==> src/rtl/mem_pkg.sv <==
// Shared memory-side encodings for the load extenders and store serializer.
// Size codes, serializer state encoding and size helpers.
package mem_pkg;

    localparam logic [1:0] SZ_BYTE = 2'b00;
    localparam logic [1:0] SZ_HALF = 2'b01;
    localparam logic [1:0] SZ_WORD = 2'b10;

    typedef enum logic {
        ST_IDLE = 1'b0,
        ST_SEND = 1'b1
    } state_e;

    function automatic logic [2:0] beats_of(input logic [1:0] sz);
        logic [2:0] n;
        n = 3'd0;
        unique case (sz)
            SZ_BYTE: n = 3'd1;
            SZ_HALF: n = 3'd2;
            SZ_WORD: n = 3'd4;
            default: n = 3'd0;
        endcase
        return n;
    endfunction

    // Illegal size counts as a reject alongside misalignment.
    function automatic logic is_reject(input logic [1:0] sz,
                                       input logic [1:0] lo);
        logic r;
        r = 1'b0;
        unique case (sz)
            SZ_BYTE: r = 1'b0;
            SZ_HALF: r = lo[0];
            SZ_WORD: r = |lo;
            default: r = 1'b1;
        endcase
        return r;
    endfunction

endpackage

==> src/rtl/store_byte_sel.sv <==
// Little-endian byte lane select for the store serializer.
// Picks byte k of a 32-bit word.
module store_byte_sel (
    input  logic [31:0] data_i,
    input  logic [1:0]  idx_i,
    output logic [7:0]  byte_o
);

    always_comb begin
        byte_o = data_i[7:0];
        unique case (idx_i)
            2'd0: byte_o = data_i[7:0];
            2'd1: byte_o = data_i[15:8];
            2'd2: byte_o = data_i[23:16];
            2'd3: byte_o = data_i[31:24];
            default: byte_o = data_i[7:0];
        endcase
    end

endmodule

==> src/rtl/store_serializer.sv <==
// MEM-stage store narrower: 32-bit store split into 1/2/4 byte beats.
// Misaligned or illegal stores pulse misalign and issue no beats.
module store_serializer
    import mem_pkg::*;
#(
    parameter int ADDR_W = 32
) (
    input  logic              clk,
    input  logic              clrn,
    input  logic              req_valid,
    output logic              req_ready,
    input  logic [ADDR_W-1:0] req_addr,
    input  logic [31:0]       req_data,
    input  logic [1:0]        req_size,
    output logic              mem_valid,
    input  logic              mem_ready,
    output logic [ADDR_W-1:0] mem_addr,
    output logic [7:0]        mem_byte,
    output logic              busy,
    output logic              done,
    output logic              misalign
);

    state_e            state_q, state_d;
    logic [ADDR_W-1:0] addr_q;
    logic [31:0]       data_q;
    logic [1:0]        last_q;
    logic [1:0]        k_q;
    logic              done_q;
    logic              misalign_q;

    logic accept, reject, legal, hs, last_beat;
    logic [2:0] n_beats;

    assign accept    = req_valid && req_ready;
    assign reject    = is_reject(req_size, req_addr[1:0]);
    assign legal     = accept && !reject;
    assign hs        = mem_valid && mem_ready;
    assign last_beat = (k_q == last_q);
    assign n_beats   = beats_of(req_size);

    always_ff @(posedge clk or negedge clrn) begin
        if (!clrn) begin
            state_q <= ST_IDLE;
        end else begin
            state_q <= state_d;
        end
    end

    always_comb begin
        state_d = state_q;
        unique case (state_q)
            ST_IDLE: if (legal) state_d = ST_SEND;
            ST_SEND: if (hs && last_beat) state_d = ST_IDLE;
            default: state_d = ST_IDLE;
        endcase
    end

    always_comb begin
        req_ready = 1'b0;
        busy      = 1'b0;
        mem_valid = 1'b0;
        unique case (state_q)
            ST_IDLE: req_ready = 1'b1;
            ST_SEND: begin
                busy      = 1'b1;
                mem_valid = 1'b1;
            end
            default: req_ready = 1'b0;
        endcase
    end

    always_ff @(posedge clk or negedge clrn) begin
        if (!clrn) begin
            addr_q     <= '0;
            data_q     <= '0;
            last_q     <= '0;
            k_q        <= '0;
            done_q     <= 1'b0;
            misalign_q <= 1'b0;
        end else begin
            done_q     <= hs && last_beat;
            misalign_q <= accept && reject;
            if (legal) begin
                addr_q <= req_addr;
                data_q <= req_data;
                last_q <= 2'(n_beats - 3'd1);
                k_q    <= '0;
            end else if (hs) begin
                k_q <= k_q + 2'd1;
            end
        end
    end

    // Beat address is recomputed from k so stalls hold it stable for free.
    assign mem_addr = addr_q + ADDR_W'(k_q);
    assign done     = done_q;
    assign misalign = misalign_q;

    store_byte_sel u_sel (
        .data_i (data_q),
        .idx_i  (k_q),
        .byte_o (mem_byte)
    );

endmodule

==> config.mk <==
export PLATFORM = sky130hd
export DESIGN_NAME = store_serializer
export DESIGN_NICKNAME = d
export VERILOG_FILES = /design/src/rtl/mem_pkg.sv /design/src/rtl/store_byte_sel.sv /design/src/rtl/store_serializer.sv
export SDC_FILE = /design/constraint.sdc
export NUM_CORES = 1
export LEC_CHECK = 0
export CORE_AREA = 2 2 91 93
export DETAILED_ROUTE_END_ITERATION = 16
export DIE_AREA = 0 0 93 95
export GPL_TIMING_DRIVEN = 0
export PLACE_DENSITY = 0.91
export SLEW_MARGIN = 40
export SYNTH_ARGS = -nofsm -noshare
export SYNTH_HDL_FRONTEND = slang
export SYNTH_SLANG_ARGS = --single-unit
==> constraint.sdc <==
create_clock -name clk -period 3.58 [get_ports clk]
set_clock_uncertainty 0.1 [all_clocks]
set_input_delay 1.074 -clock clk [delete_from_list [all_inputs] [get_ports clk]]
set_output_delay 1.074 -clock clk [all_outputs]
set_load 0.05 [all_outputs]
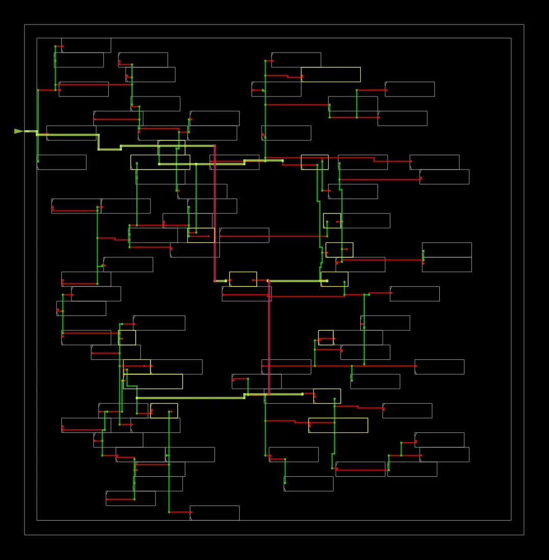
**Above:** run 1 (clock nets).
TritonCTS buffer count: 9
clock distribution power: 854 µW
clock sink count: 71
clk ins delay skew pair: 0.34 ns
count of sequential standard cells: 71

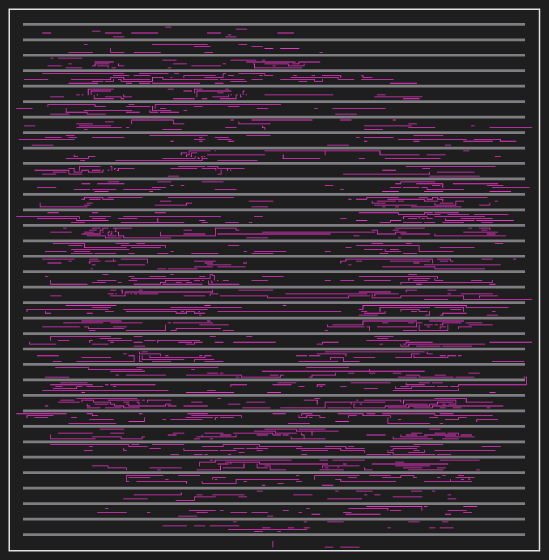
**Above:** run 1 (the metal 1 layer).
Supply wires on this layer in gray.
nets with wire on the layer = 418
main direction = horizontal
longest straight run = 28.5 µm
wire length on this layer = 3590 µm

==> results.txt, run 1 <==
This note records the results obtained with Yosys and OpenROAD.

Routing
The routed design shows a via density per instance of 5.264. The number of DRC markers in iteration 0 is 116. The met2 wire length is 4.471 mm. The count of nets left with antenna violations after detail routing is 0.

The wire length the detailed router placed on met1 is 3.592 mm. The number of search-and-repair iterations in the first detailed-routing pass is 8. TritonRoute reported its final design rule violation total as 0. The post-detailed-routing wire length is 8.815 mm. After detailed routing, the average wire length per cell comes to 16.73 µm.

GRT
The number of antenna violations at the first check in global routing is 0. The via count of the first global-routing pass is 2944. The final global-route overflow total is 0. Global routing consumed, over all layers together, 20.86% of the routing resources.

The global-route wire length before repair is 14.18 mm. The largest net degree at the start of global routing is 64.

Timing
Setup repair after global routing could not meet its margin everywhere. The final count of negative-setup-slack endpoints is 0. For reference, the final report shows the max-slew violation count at 0. The achievable clock frequency is 286.8 MHz. The pin closest to its max-slew limit shows a slew of 0.5481 ns. The final critical path takes up 97.38% of the cycle.

Critical path
The critical path maximum fanout is 6. The capture point of the critical path was reported as mem_addr[3]. Among all stages on the critical path, the maximum delay recorded is 0.55 ns. The number of gates on the worst path with buffers counted is 5. STA lists the endpoint of the worst register-to-register path as addr_q[1].

The family with the most delay on the worst path is buffers and inverters. The kind of capture point of the worst setup path is an output pin. The launch point of the worst path is k_q[1].

The data required time reported for the critical path is 2.41 ns. Among all stages on the critical path, the largest delay is contributed by dlygate4sd2_1. The worst setup path is launched from a flip-flop. The register-to-register setup slack is 1.74 ns. The worst path buffer plus inverter count is 1.

The cell sequence reported for the critical path is ha_1, a21oi_4, nand2b_1, xnor2_1, dlygate4sd2_1. The category of the most critical setup path is flip-flop to output pin.

Job
The report counts max-capacitance violations totalling 0. Across all stage logs, warnings added up to 30.

Clocking
The H-tree depth is 3. The clock-pin slew on the worst setup and hold paths is 0.08 ns. The maximum root-to-sink buffer count is 2.

The root buffer selected by CTS is clkbuf_8. TritonCTS built the clock tree.

Synth
The post-synthesis cell type count is 35. Per the Yosys statistics, synthesis produced 287 cells. dfrtp_1 takes more of the synthesized area than any other cell. The yosys warning tally is 0. The most used flip-flop cell after synthesis is dfrtp_1. The average size of a mapped cell is 12.63 µm². By instance count, the leading cell after synthesis is dfrtp_1. The total cell area reported by yosys after synthesis is 3626 µm².

The post-synth design cell area is 3626 µm². By area the synthesized netlist is led by dfrtp_1 (49%), mux2_2 (20%), xnor2_1 (5.8%). After synthesis, the largest area contributor takes up 49.00% of total cell area.

The cell count after synthesis is 287. Sequential elements use 49.00% of the synthesized area. Counting every net in the synthesized netlist gives 364. By count the netlist is led by dfrtp_1 (71), mux2_2 (65), xnor2_1 (24). Counting flops with a built-in enable in the synthesized netlist gives 0. The share of async-settable or async-resettable flops after synthesis is 100.0%.

Floorplanning
The number of ports placed on the die boundary is 115. The floorplan has 33 rows. The floorplan core area is 7928 µm².

The total die size is 8835 µm². The fraction of the core area occupied by cells at floorplan is 45.74%.

Placed design
Input and output buffers added on the ports amount to 114. The routability congestion estimate from global placement is 0.7921. The wire-length estimate of the detail-placed layout is 6.310 mm. Including well taps, the total number of placed cells is 507. The pre-CTS setup slack is -0.6590 ns.

Power and ir drop
The report lists the power per cell area as 1026 nW/µm². Per the OpenROAD power report, leakage power amounts to 2.318 nW. The peak supply drop is 0.6003 mV.

Final layout
The layout summary lists the proportion of cells stronger than drive strength 1 as 36.73%. Excluding fillers, the count of instances in the completed layout stands at 527. 0 antenna diodes ended up in the layout.

The layout net count is 494. The layout overhead on the synthesized area is 45.34%. The leading cell type in the layout, fill and taps excluded is clkdlybuf4s50_1.

In the layout the commonest cells are clkdlybuf4s50_1 (75), dfrtp_1 (69), mux2_2 (65).

Status
The flow ran to the end, and the final reports show no timing, DRC or antenna violations.

Hold path
The critical hold path startpoint is data_q[24]. The path class of the lowest-slack min-delay path is flip-flop to flip-flop.
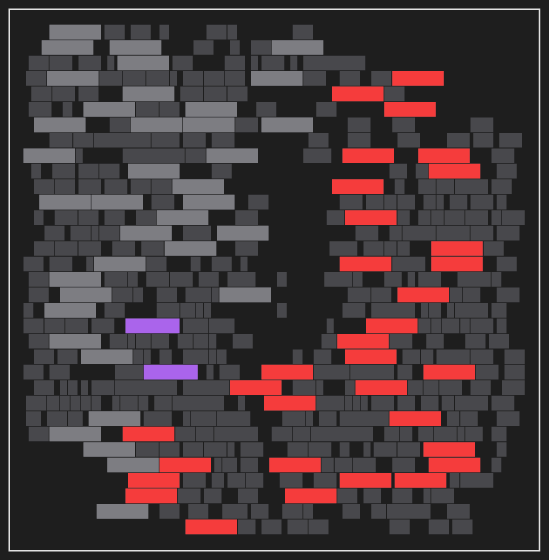
**Above:** run 1 (where the registers sit).
Other sequential cells in the stronger gray, the rest of the logic in the fainter gray.
purple -> `k_q`  # placed flops 2
red -> `addr_q`  # placed flops 32
not colored = 37

## run 1: report_power, final
part | internal (mW) | switching [mW]
clock network | 0.536 | 0.318
registers | 1.21 | 0.391
logic | 1.12 | 1.83
## run 1: logic make-up (layout without fill, tap and decap cells)
logic type               after synthesis  count (layout)  share of synthesized area, %
AND-OR/OR-AND                         14              14                         3.106
XOR/XNOR                              33              33                         7.971
adder cells (fa/ha/maj)                7               7                         2.622
buffers and inverters                 29             164                         3.347
flip-flops                            71              71                         49.00
multiplexers                          73              73                         22.39
AND/OR/NAND/NOR                       60              60                         11.56
## run 1: state kept, by name (all words and copies together) (netlist names)
register  count
addr_q       32
data_q       32
done          1
k_q           2
last_q        2
misalign      1
state_q       1
## run 1: metal layers
metal  vias to the layer above  track usage (%)
met5                         -                0
met4                         0            7.475
met3                        13            6.065
met2                       108            36.05
met1                      1371            24.91
li1                       1282                -
## run 1: per-stage QoR
stage	setup TNS (ns)	cell area (µm²)	util (%)	power [mW]	hold WS, ns
floorplan	0	3694	-	3.668	0.3689
detailed placement	-8.965	4995	63.01	4.643	0.3941
global placement	-77.54	4966	62.64	4.551	0.3815
CTS	0	5278	66.57	5.419	0.4090
finish	0	5270	66.48	5.406	0.4133
global route	-0.1533	5270	66.48	5.681	0.3966
## run 1: timing repair
action | 4_1_cts | 5_1_grt
endpoints found under the hold margin | 0 | 0
pin swaps | 2 | 7
gates resized | 123 | 31
hold buffers | 0 | 0
setup buffers | 4 | 2
setup endpoints to repair | 38 | 35
## run 1: cell type report
class | count | area (µm²)
buffer | 11 | 53.80
clock buffer | 9 | 123.9
clock inverter | 7 | 145.1
fill | 578 | 2658
inverter | 16 | 60.06
multi-input combinational | 187 | 1836
sequential | 71 | 1779
tap | 105 | 131.4
timing repair buffer | 121 | 1141
==> run 1 -> run 2 <==
--- a/config.mk
+++ b/config.mk
@@ -9,7 +9,7 @@
 export DETAILED_ROUTE_END_ITERATION = 16
 export DIE_AREA = 0 0 93 95
 export GPL_TIMING_DRIVEN = 0
-export PLACE_DENSITY = 0.91
+export PLACE_DENSITY = 0.8
 export SLEW_MARGIN = 40
 export SYNTH_ARGS = -nofsm -noshare
 export SYNTH_HDL_FRONTEND = slang
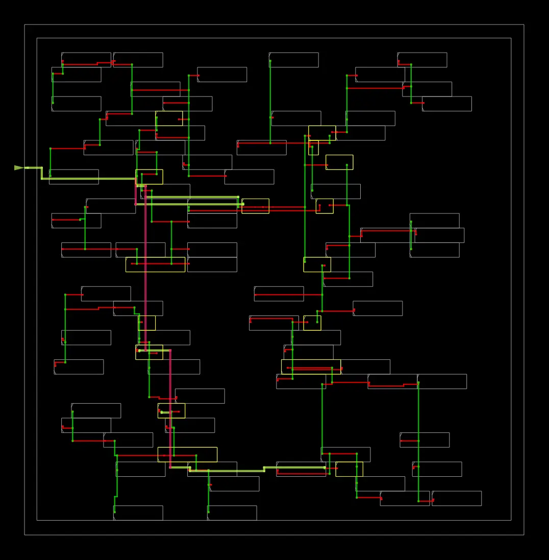
**Above:** run 2 (clock nets).
total of clock buffers placed in the layout: 9
clock distribution power: 781 µW

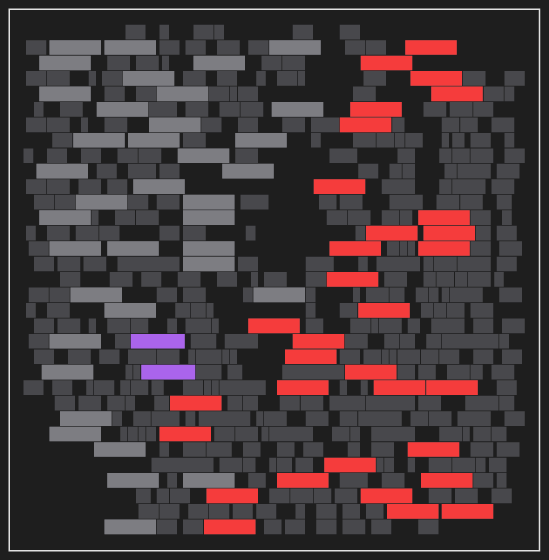
**Above:** run 2 (where the registers sit).
Other sequential cells in the stronger gray, the rest of the logic in the fainter gray.
purple -> `k_q`  # placed flops 2
red -> `addr_q`  # placed flops 32
not colored = 37

==> run 2 against run 1 <==
Against the previous run:
- clock power down 8.5%
- global-route usage fell by 0.23 points
- combinational power barely moved
- total power is 1.2% lower
- routed wire length down 0.62%
- synthesized area is the same
- core utilization about the same
- maximum frequency shrank 1.5%
- sequential power is essentially flat
- critical endpoint is now mem_addr[2]
==> results.txt, run 2 <==
This note records the results obtained with Yosys and OpenROAD.

Placed design
The tally of buffers added on design ports is 114 (unchanged). The total placed instance area was 4995 µm² (unchanged). The routability congestion estimate from global placement was 0.8770 (+11%). The sum of net half-perimeters after detailed placement was 6.393 mm (+1.3%).

Floorplanning
The number of ports placed on the die boundary is 115 (unchanged). The placement row count is 33 (unchanged). The fraction of the core area occupied by cells at floorplan was 45.74% (unchanged). The total die size is 8835 µm² (unchanged).

Routing
The count of nets left with antenna violations after detail routing is 0 (unchanged). The number of vias per cell is 5.187 (-1.5%). The total DRC errors in the routed layout is 0 (unchanged). The post-detailed-routing wire length was 8.760 mm (-0.62%). The number of DRC markers in iteration 0 is 79 (-32%). The number of search-and-repair iterations in the first detailed-routing pass is 5 (-3).

GRT
The final global-route overflow total came to 0 (unchanged). Per the GRT log, the top usage layer is met2. The number of antenna violations at the first check in global routing is 0 (unchanged). The largest net degree at the start of global routing is 55 (-14%). The global-route wire length before repair was 14.00 mm (-1.3%). The overall track demand over capacity in global routing was 20.63% (-0.23 points). The met3 global-route usage is 6.065% (unchanged).

Clocking
The count of clock tree sinks came to 71 (unchanged). In this run the clock root is driven by a clkbuf_8. The clock latency reported for the late side of the worst-skew pair is 0.34 ns (about the same).

The maximum root-to-sink buffer count is 2 (unchanged). The H-tree depth is 3 (unchanged). The number of buffers inserted for hold repair after clock tree synthesis is 0 (unchanged).

Power and ir drop
The share of power burned in combinational logic is 55.5% (+0.8 points). The switching power was 2.534 mW (-0.26%). The switching power as a share of total power came to 47.46% (+0.45 points). The power attributed to sequential cells was 1.60 mW (about the same). The cell-internal power is 2.806 mW (-2.1%). The total power of the final layout is 5.340 mW (-1.2%). The power group with the highest consumption is combinational logic.

Final layout
The final antenna diode count was 0 (unchanged). The layout overhead on the synthesized area is 45.38% (about the same). The top cell types in the final layout, fill and taps aside, are clkdlybuf4s50_1 (75), dfrtp_1 (69), mux2_2 (65). Per the cell usage report, the commonest logic cell in the layout is clkdlybuf4s50_1.

Hold path
Note that the worst hold path type here is flip-flop to flip-flop.

Synth
The share of async-settable or async-resettable flops after synthesis came to 100.0% (unchanged). The total cell area reported by yosys after synthesis is 3626 µm² (unchanged). The dominant cell by count in the synthesized netlist is dfrtp_1. The yosys warning tally is 0 (unchanged).

The commonest register cell is dfrtp_1. The area share of the largest cell type after synthesis was 49.00% (unchanged). The average size of a mapped cell was 12.63 µm² (unchanged). The number of synthesized flops with an enable pin came to 0 (unchanged). The fraction of the yosys area taken by sequential cells was 49.00% (unchanged). The commonest cells after synthesis are dfrtp_1 (71), mux2_2 (65), xnor2_1 (24). The number of standard cells reported by yosys is 287 (unchanged). The post-synthesis net count is 364 (unchanged).

The synthesized design spends more area on one cell type than any other, namely dfrtp_1. The post-synth design cell area is 3626 µm² (unchanged).

Critical path
The category of the most critical setup path is flip-flop to output pin. In this run the critical register-to-register path is captured at data_q[26]. The data required time of the critical path is 2.41 ns (about the same). The worst stage delay on the critical path is 0.52 ns (-0.03 ns). STA classifies the critical path startpoint as a flip-flop. The family with the most delay on the worst path is buffers and inverters. Walking the worst path, the cells encountered are ha_4, inv_2, fa_2, buf_4, buf_4, xnor2_1, clkdlybuf4s15_1.

The worst path buffer plus inverter count is 4 (+3).

Job
The tally of max-capacitance violations was 0 (unchanged).

Timing
The pin slew with the least headroom to its limit is 0.6217 ns (+0.07361 ns). Setup repair after global routing could not meet its margin everywhere. The final count of negative-setup-slack endpoints is 0 (unchanged). The max-slew violation count was 0 (unchanged).

Status
The flow ran to the end, and the final reports show no timing, DRC or antenna violations.
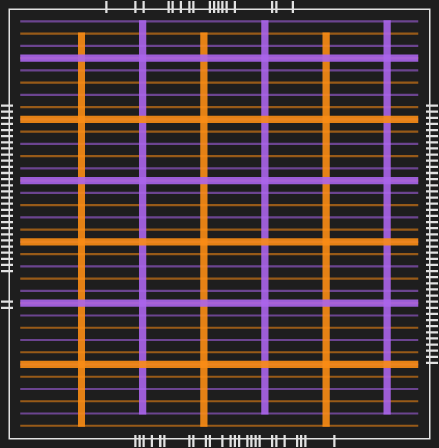
**Above:** run 2 (power grid).
Pins as bars on the die edge.
orange -> VSS
purple -> VDD
met1 rails = 34
rows = 33
met5 straps = 6
met4 straps = 6
Peak VDD IR: 0.4731 mV
Die Y: 95 µm
Die Wd: 93 µm
core box area: 7928 µm²

-- run 2: cell counts after synthesis --
Identical to the previous run, type by type.
-- run 2: cell families after synthesis --
kind of cell | synth area share (%)
multiplexers | 22.39
flip-flops | 49.00
AND/OR/NAND/NOR | 11.56
XOR/XNOR | 7.971
buffers and inverters | 3.347
AND-OR/OR-AND | 3.106
adder cells (fa/ha/maj) | 2.622
-- run 2: repair_timing --
item	CTS	global route
buffers inserted	2	6
gates cloned	0	1
gates resized	126	34
pin swaps	1	6
endpoints found under the setup margin	38	37
-- run 2: metrics by stage --
stage	std cells	setup WS [ns]	TNS, ns
finish	530	0.04124	0
global route	530	-0.05727	-0.4255
CTS	524	0.0002418	0
detailed placement	507	-0.6435	-9.050
global placement	506	-1.132	-88.22
floorplan	287	0.04419	0
-- run 2: how the worst max path moves through the flow --
stage,startpoint,endpoint,cells past startpoint
4_1_cts,k_q[0],mem_addr[30],8
5_1_grt,k_q[0],mem_addr[28],8
2_1_floorplan,k_q[0],mem_addr[10],6
3_5_place_dp,k_q[0],mem_addr[30],7
3_3_place_gp,clrn,data_q[0],1
6_report,k_q[0],mem_addr[2],7
-- run 2: final cells by class --
type	instances	area (µm²)
Buffer	11	53.80
Timing Repair Buffer	124	1166
Tap cell	105	131.4
Multi-Input combinational cell	187	1836
Inverter	16	60.06
Sequential cell	71	1779
Clock inverter	7	121.4
Clock buffer	9	123.9
Fill cell	623	2656
-- run 2: worst register-to-register path: stages (launching register included) --
cell,delay (ns)
dfrtp_1,0.46
nor2b_1,0.10
o21ai_1,0.27
buf_2,0.37
mux2_2,0.38
==> run 2 -> run 3 <==
==> constraint.sdc (replaced) <==
create_clock -name clk -period 3.3 [get_ports clk]
set_clock_uncertainty 0.1 [all_clocks]
set_input_delay 0.99 -clock clk [delete_from_list [all_inputs] [get_ports clk]]
set_output_delay 0.99 -clock clk [all_outputs]
set_load 0.05 [all_outputs]
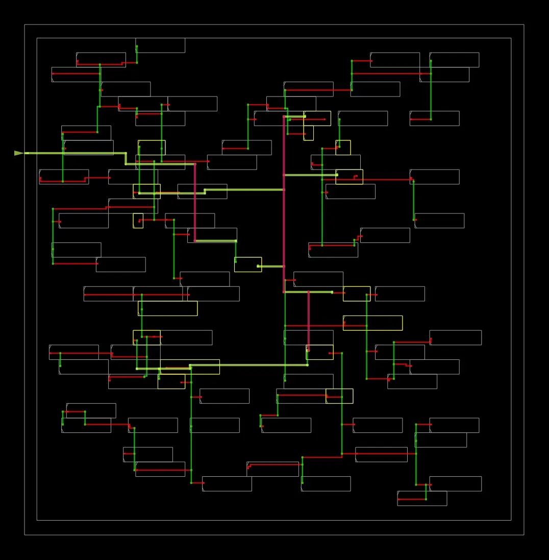
**Above:** run 3 (clock nets).
clk ins delay skew pair: 0.33 ns
clock distribution power: 841 µW

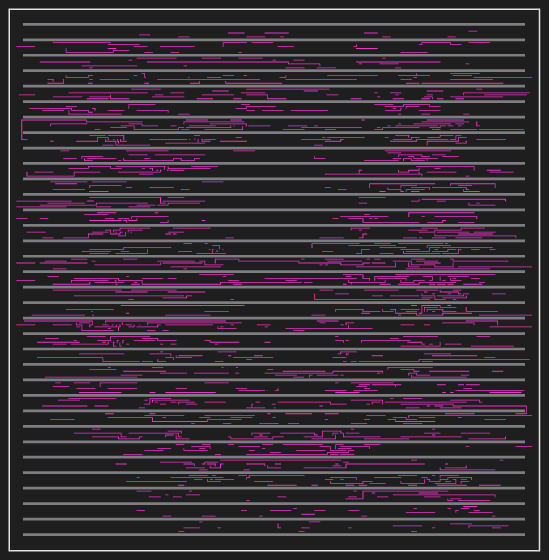
**Above:** run 3 (the metal 1 layer).
Supply wires on this layer in gray.
via count: 2747
total wirelength of the detailed-routed design: 8.846 mm
met1 layer usage reported by global route: 25.62%

==> run 3 against run 2 <==
Against the previous run:
- the run now ends with negative setup slack left
- register-to-register slack worse by 0.31 ns
- sequential power up 9%
- critical path depth unchanged
- largest power group unchanged
==> results.txt, run 3 <==
This note records the results obtained with Yosys and OpenROAD.

Power and ir drop
The cell-internal power is 3.141 mW (+12%). The switching power is 2.748 mW (+8.4%). The power attributed to sequential cells is 1.75 mW (+9%).

Clocking
The number of buffers inserted for hold repair after clock tree synthesis came to 0 (unchanged). The H-tree depth is 3 (unchanged). In this run the clock root is driven by a clkbuf_8.

Timing
The final worst-path setup slack is -0.06770 ns (-0.1089 ns). Setup repair after global routing could not meet its margin everywhere. The final count of negative-setup-slack endpoints is 6 (+6). The max-slew violation count is 0 (unchanged).

Synth
The adder-cell share of the synthesized area is 2.622% (unchanged). The post-synthesis net count was 364 (unchanged). The number of standard cells reported by yosys is 287 (unchanged). The commonest register cell is dfrtp_1. The area share of the largest cell type after synthesis was 49.00% (unchanged). The total cell area reported by yosys after synthesis is 3626 µm² (unchanged). The post-synth design cell area was 3626 µm² (unchanged). The share of async-settable or async-resettable flops after synthesis is 100.0% (unchanged).

The number of synthesized flops with an enable pin is 0 (unchanged). Among the non-sequential cells, multiplexers take the most area. The dominant cell by count in the synthesized netlist is dfrtp_1.

Floorplanning
The fraction of the core area occupied by cells at floorplan is 45.74% (unchanged). The number of ports placed on the die boundary was 115 (unchanged). The placement row count is 33 (unchanged).

The total die size is 8835 µm² (unchanged). The floorplan core area is 7928 µm² (unchanged).

Status
The final reports fail on negative setup slack. The flow ran to the end, but the final reports show violations.

GRT
The overall track demand over capacity in global routing came to 21.63% (+1.0 points). The largest net degree at the start of global routing is 40 (-27%). The number of antenna violations at the first check in global routing is 0 (unchanged).

Placed design
The routability congestion estimate from global placement is 0.7989 (-8.9%). The sum of net half-perimeters after detailed placement is 6.569 mm (+2.8%).

Final layout
The final antenna diode count is 0 (unchanged). The library cells used most frequently in the layout, excluding fill and tap cells, are clkdlybuf4s50_1 (74), mux2_2 (65), dfrtp_1 (64). The layout overhead on the synthesized area is 47.24%.

Critical path
The category of the most critical setup path is flip-flop to output pin. The worst stage delay on the critical path is 0.41 ns (-0.11 ns). OpenSTA lists the critical path startpoint as k_q[0].

The reg-to-reg critical path endpoint is addr_q[1]. The most critical setup path has its endpoint at mem_addr[10].

Routing
The number of vias per cell came to 5.203 (+0.31%). The number of DRC markers in iteration 0 is 155 (+96%).
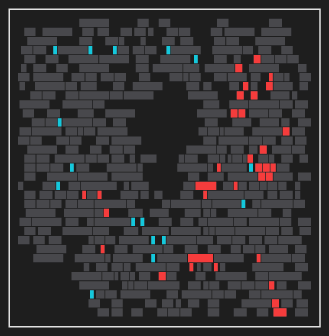
**Above:** run 3 (gate-type map).
cyan -> inverters  # cells 16, most used inv_1
red -> NAND gates  # cells 33, most used nand4_1
highest-count logic cell in the final layout: clkdlybuf4s50_1
multi-input gate share of total cell area: 35.55%
Post-Layout Cell Count: 528

==> run 3: cell counts after synthesis <==
No cell type changed its count.
==> run 3: timing repair <==
item | 4_1_cts | 5_1_grt
buffers inserted | 9 | 1
pin swaps | 14 | 8
resized | 198 | 23
setup endpoints to repair | 39 | 36
==> run 3: layer usage <==
metal / vias to the layer above / wire, µm / part of all wire [%] / track usage, %
li1: 1285 / - / - / -
met1: 1337 / 3567 / 40 / 25.62
met2: 112 / 4557 / 52 / 38.59
met3: 13 / 621 / 7.0 / 5.906
met4: 0 / 100 / 1.1 / 6.373
met5: - / 0 / 0 / 0
==> run 3: per-stage QoR <==
| step | area (µm²) | TNS [ns] | util, % | instances |
|---|---|---|---|---|
| after floorplan | 3742 | 0 | - | 287 |
| after global placement | 5015 | -105.07 | 63.26 | 506 |
| after detailed placement | 5036 | -15.14 | 63.53 | 507 |
| after CTS | 5340 | -1.626 | 67.36 | 530 |
| after global routing | 5339 | -1.754 | 67.35 | 528 |
| final | 5339 | -0.1886 | 67.35 | 528 |
==> run 3: final cells by class <==
cell class                 instances  area, µm²
fill                             602       2589
multi-input combinational        187       1898
sequential                        71       1785
timing repair buffer             125       1176
clock buffer                      10      137.6
tap                              105      131.4
clock inverter                     6      107.6
inverter                          16      60.06
buffer                             8      42.54
==> run 3: critical path: cells and delay by family, from the launching register on <==
family	cells	cell delay [ns]
adders and majority gates	2	0.56
and+or+nand+nor	2	0.57
xor gates and xnor gates	1	0.17
DFF	1	0.40
buffers and inverters	2	0.26
==> run 3: cell families after synthesis <==
| group | after synthesis |
|---|---|
| AOI/OAI and AO/OA | 14 |
| xor gates and xnor gates | 33 |
| adders and majority gates | 7 |
| buffers and inverters | 29 |
| DFF | 71 |
| muxes | 73 |
| and+or+nand+nor | 60 |
No activity file was given, so power comes from the tool's default toggle rates.
